**Register map, names as in the netlist**

Scale: 6 px per micron. Other sequential cells in the stronger gray, the rest of the logic in the fainter gray.
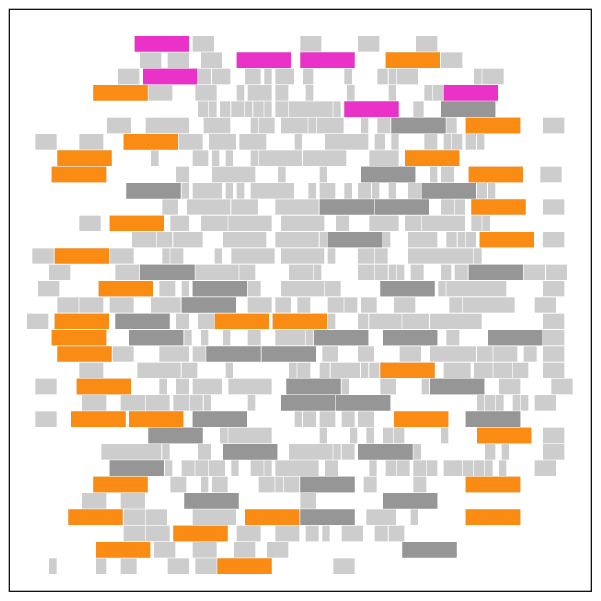
**I/O nets highlighted**

Scale: 4 px per micron.
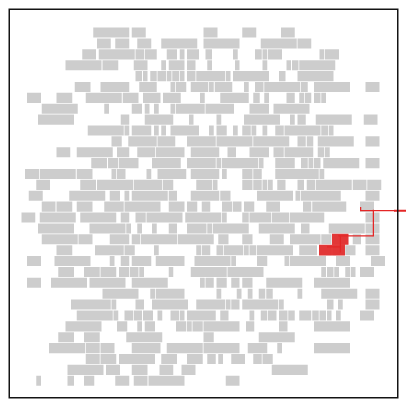
**Placement view**

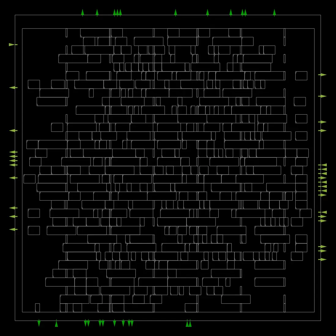
<file path="config.mk">
export PLATFORM = sky130hd
export DESIGN_NAME = vector_builder
export DESIGN_NICKNAME = d
export VERILOG_FILES = /design/src/rtl/vector_det_pkg.sv /design/src/rtl/vector_pos_decoder.sv /design/src/rtl/vector_builder.sv
export SDC_FILE = /design/constraint.sdc
export NUM_CORES = 1
export LEC_CHECK = 0
export CAP_MARGIN = 25
export CORE_MARGIN = 2
export CORE_UTILIZATION = 45
export CTS_CLUSTER_SIZE = 40
export DETAILED_ROUTE_END_ITERATION = 6
export PLACE_DENSITY = 0.67
export SKIP_LAST_GASP = 1
export SLEW_MARGIN = 10
export SYNTH_ARGS = -nofsm -noshare
export SYNTH_HDL_FRONTEND = slang
export SYNTH_SLANG_ARGS = --single-unit
</file>
<file path="constraint.sdc">
create_clock -name clk -period 7.7 [get_ports clk]
set_input_delay 1.155 -clock clk [delete_from_list [all_inputs] [get_ports clk]]
set_output_delay 1.155 -clock clk [all_outputs]
set_load 0.02 [all_outputs]
</file>
<file path="src/rtl/vector_det_pkg.sv">
// Shared definitions for the vector builder.
// Holds the vector/position widths, the null-position code, the FSM state
// encoding and a popcount helper used on the assembled vector.
package vector_det_pkg;

  localparam int DATA_W = 32;
  localparam int POS_W  = $clog2(DATA_W) + 1;

  // Position code meaning "no bit"; any larger code is treated the same way.
  localparam logic [POS_W-1:0] NULL_POS = POS_W'(DATA_W);

  typedef enum logic {
    ACCUM = 1'b0,
    HOLD  = 1'b1
  } state_t;

  // Number of ones in a DATA_W vector; DATA_W itself fits in POS_W bits.
  function automatic logic [POS_W-1:0] popcount(input logic [DATA_W-1:0] v);
    logic [POS_W-1:0] c;
    c = {POS_W{1'b0}};
    for (int i = 0; i < DATA_W; i++) begin
      c = c + {{(POS_W-1){1'b0}}, v[i]};
    end
    return c;
  endfunction

endpackage

</file>
<file path="src/rtl/vector_pos_decoder.sv">
// Combinational MSB-first position decoder.
// Ports:
//   pos     in  POS_W   bit position, 0 = MSB (bit DATA_W-1)
//   onehot  out DATA_W  one-hot vector, all zero for pos >= DATA_W
module vector_pos_decoder
  import vector_det_pkg::*;
(
  input  logic [POS_W-1:0]  pos,
  output logic [DATA_W-1:0] onehot
);

  // Each bit compares against its own MSB-first position; positions at or
  // beyond DATA_W never match, which gives the null behaviour for free.
  always_comb begin
    onehot = {DATA_W{1'b0}};
    for (int i = 0; i < DATA_W; i++) begin
      onehot[DATA_W-1-i] = (pos == POS_W'(i));
    end
  end

endmodule

</file>
<file path="src/rtl/vector_builder.sv">
// Rebuilds a DATA_W vector from a stream of MSB-first bit positions.
// Tokens are OR-accumulated until one tagged last; the finished vector and
// its popcount are then offered on the output handshake.
// Optional feature: define VECTOR_BUILDER_DUP_CHECK_EN to get a one-cycle
// err_dup pulse when a token sets a bit that is already set in the frame.
// Ports:
//   clk, rst_n            clock, asynchronous active-low reset
//   pos_valid/pos_ready   input token handshake
//   pos_in, pos_last      token position and frame-close flag
//   vec_valid/vec_ready   output vector handshake
//   vec_out, vec_cnt      assembled vector and its popcount
//   err_dup               duplicate-position pulse (0 when feature disabled)
module vector_builder
  import vector_det_pkg::*;
(
  input  logic              clk,
  input  logic              rst_n,
  input  logic              pos_valid,
  output logic              pos_ready,
  input  logic [POS_W-1:0]  pos_in,
  input  logic              pos_last,
  output logic              vec_valid,
  input  logic              vec_ready,
  output logic [DATA_W-1:0] vec_out,
  output logic [POS_W-1:0]  vec_cnt,
  output logic              err_dup
);

  state_t            state;
  state_t            next_state;
  logic              run;
  logic              accept;
  logic [DATA_W-1:0] acc;
  logic [DATA_W-1:0] onehot;
  logic [DATA_W-1:0] merged;

  vector_pos_decoder u_dec (
    .pos    (pos_in),
    .onehot (onehot)
  );

  assign merged = acc | onehot;

  // State register; run holds pos_ready low until the first edge after reset.
  always_ff @(posedge clk or negedge rst_n) begin
    if (!rst_n) begin
      state <= ACCUM;
      run   <= 1'b0;
    end else begin
      state <= next_state;
      run   <= 1'b1;
    end
  end

  // Next-state and handshake decode; depends on registered state only for pos_ready.
  always_comb begin
    next_state = state;
    pos_ready  = 1'b0;
    accept     = 1'b0;
    case (state)
      ACCUM: begin
        pos_ready = run;
        accept    = pos_valid & run;
        if (accept && pos_last) begin
          next_state = HOLD;
        end else begin
          next_state = ACCUM;
        end
      end
      HOLD: begin
        // vec_valid is always set while in HOLD, so vec_ready alone completes it.
        if (vec_ready) begin
          next_state = ACCUM;
        end else begin
          next_state = HOLD;
        end
      end
      default: begin
        next_state = ACCUM;
      end
    endcase
  end

  // Accumulator and output registers.
  always_ff @(posedge clk or negedge rst_n) begin
    if (!rst_n) begin
      acc       <= {DATA_W{1'b0}};
      vec_out   <= {DATA_W{1'b0}};
      vec_cnt   <= {POS_W{1'b0}};
      vec_valid <= 1'b0;
    end else if (accept) begin
      if (pos_last) begin
        vec_out   <= merged;
        vec_cnt   <= popcount(merged);
        acc       <= {DATA_W{1'b0}};
        vec_valid <= 1'b1;
      end else begin
        acc <= merged;
      end
    end else if ((state == HOLD) && vec_ready) begin
      vec_valid <= 1'b0;
    end
  end

`ifdef VECTOR_BUILDER_DUP_CHECK_EN
  // Duplicate detect: null positions decode to zero and so never flag.
  always_ff @(posedge clk or negedge rst_n) begin
    if (!rst_n) begin
      err_dup <= 1'b0;
    end else begin
      err_dup <= accept & (|(acc & onehot));
    end
  end
`else
  assign err_dup = 1'b0;
`endif

endmodule

</file>
==> flow_summary.ini <==
; flow metrics
[synth]
synth.distinct_cells = 36
synthMuxAreaShare_pct = 6.37
simple_gate_area_share_pct = 11.4
ys_warn_count = 0
logic_family = adder cells
synth.net_count = 387
synth_flops = 73
seq_area_frac_synth_pct = 47.2
yosys_cells = 345
xor_share_pct = 0.226
synthAdderAreaFrac_pct = 14.7

[clocking]
clk_latency_ns = 0.34
root_buffer = clkbuf_8
cts_setup_buffers = 0
cts.path.max_buffers = 2
clock_sinks = 73

[grt]
grt_first_pass_wirelength_microns = 13800
gr-total-overflow = 0
grt_max_degree = 74

[cells_and_area]
nNetsFinal = 433
final_common_cell = dfrtp_1
final_layout_top_logic_cells = dfrtp_1 (73), clkdlybuf4s50_1 (49), nor2_1 (37)
area_growth_pct = 21.1
final_util_pct = 56.5

[power]
power_density_mw_per_mm2 = 203
p_int_mw = 0.671
p_switching_mw = 0.280
maxPowerGroup = sequential cells
combPwrFrac_pct = 22.9
clock_power_mw = 0.312
pg_seq_mw = 0.421
pwr-share-clk_pct = 32.8

[sta]
slew_headroom_pct = 54.6
fin_crit_ns = 6.77
max_freq_ghz = 0.148
slew_viol_final = 0
hold_viol = 0

[placed_design]
hpwl_microns = 5680

[hold_path]
worstHoldPathCells = 2
hold_end = vec_out[1]$_DFFE_PN0P_
min_from = vec_out[1]$_DFFE_PN0P_
hold_path.class = flop to flop

[worst_setup_path]
critPathCaptureType = flop

[detailed_routing]
wire_per_inst_microns = 16.3
post-route-drc-count = 0
ant_nets = 0

[die]
pin_count = 52
die_x_microns = 96.8

[outcome]
outcome = complete, no violations
-- 'register map, names as in the netlist' (at the start) --
Key: vec_cnt = magenta [placed flops 6, where top center]; vec_out = orange [placed flops 32, where all over the die]

-- 'I/O nets highlighted' (at the start) --
Key: pos_valid = red [bits 1, direction input, edge right, end cells 3, buffers 1, wire 31.9 microns]

-- 'placement view' (at the start) --
row cnt: 33
non-filler cells, final: 501
CORE AREA: 0.00830 sq mm

-- synth_stat cells, drive strengths merged --
library cell  instances  area, sq um
nor4                  1         21.3
ha                    7         87.6
or3                   1         6.26
a31oi                32          200
and3                  1         6.26
nand2b                1         6.26
nor4bb                1         10.0
a31o                  1         8.76
nor2                 37          139
xor2                  1         8.76
and4bb                2         25.0
inv                  25         93.8
dfrtp                73         1830
buf                  16          104
o211ai                1         7.51
a21o                 22          165
fa                   24          480
nand2                21         78.8
and4b                 2         20.0
nor4b                 3         62.6
mux2i                 1         10.0
conb                  2         7.51
nand4b                1         8.76
a21oi                13         68.8
a2111o                1         11.3
mux2                 21          236
and2                  3         18.8
and3b                 1         8.76
nor2b                 5         31.3
clkbuf               10         37.5
o21ai                15         75.1
-- critical path, cell delays in order --
cell and delay (ns):
clkdlybuf4s50_1 0.69, nor2b_1 0.50, a21oi_1 0.18, fa_1 0.54, inv_1 0.07, fa_1 0.50, fa_1 0.52, fa_1 0.55
inv_1 0.05, fa_1 0.55, fa_1 0.41, inv_1 0.07, ha_1 0.16, inv_1 0.05, fa_1 0.39, nand2b_1 0.18
a2111o_1 0.36, o211ai_1 0.09
-- layer usage --
metal | vias up | GRT usage [%] | part of all wire, %
met5 | - | 0 | 0
met4 | 0 | 5.85 | 1.5
met3 | 9 | 3.76 | 4.0
met2 | 60 | 26.7 | 44
met1 | 1340 | 28.5 | 50
li1 | 1261 | - | -
-- layout make-up --
| cell class | instances | area (sq um) |
|---|---|---|
| Fill cell | 706 | 3610 |
| Sequential cell | 73 | 1830 |
| Multi-Input combinational cell | 221 | 1810 |
| Timing Repair Buffer | 61 | 618 |
| Clock buffer | 12 | 155 |
| Tap cell | 105 | 131 |
| Inverter | 25 | 93.8 |
| Clock inverter | 4 | 51.3 |
Power figures rest on the tool's default switching activity, not on a simulated workload.
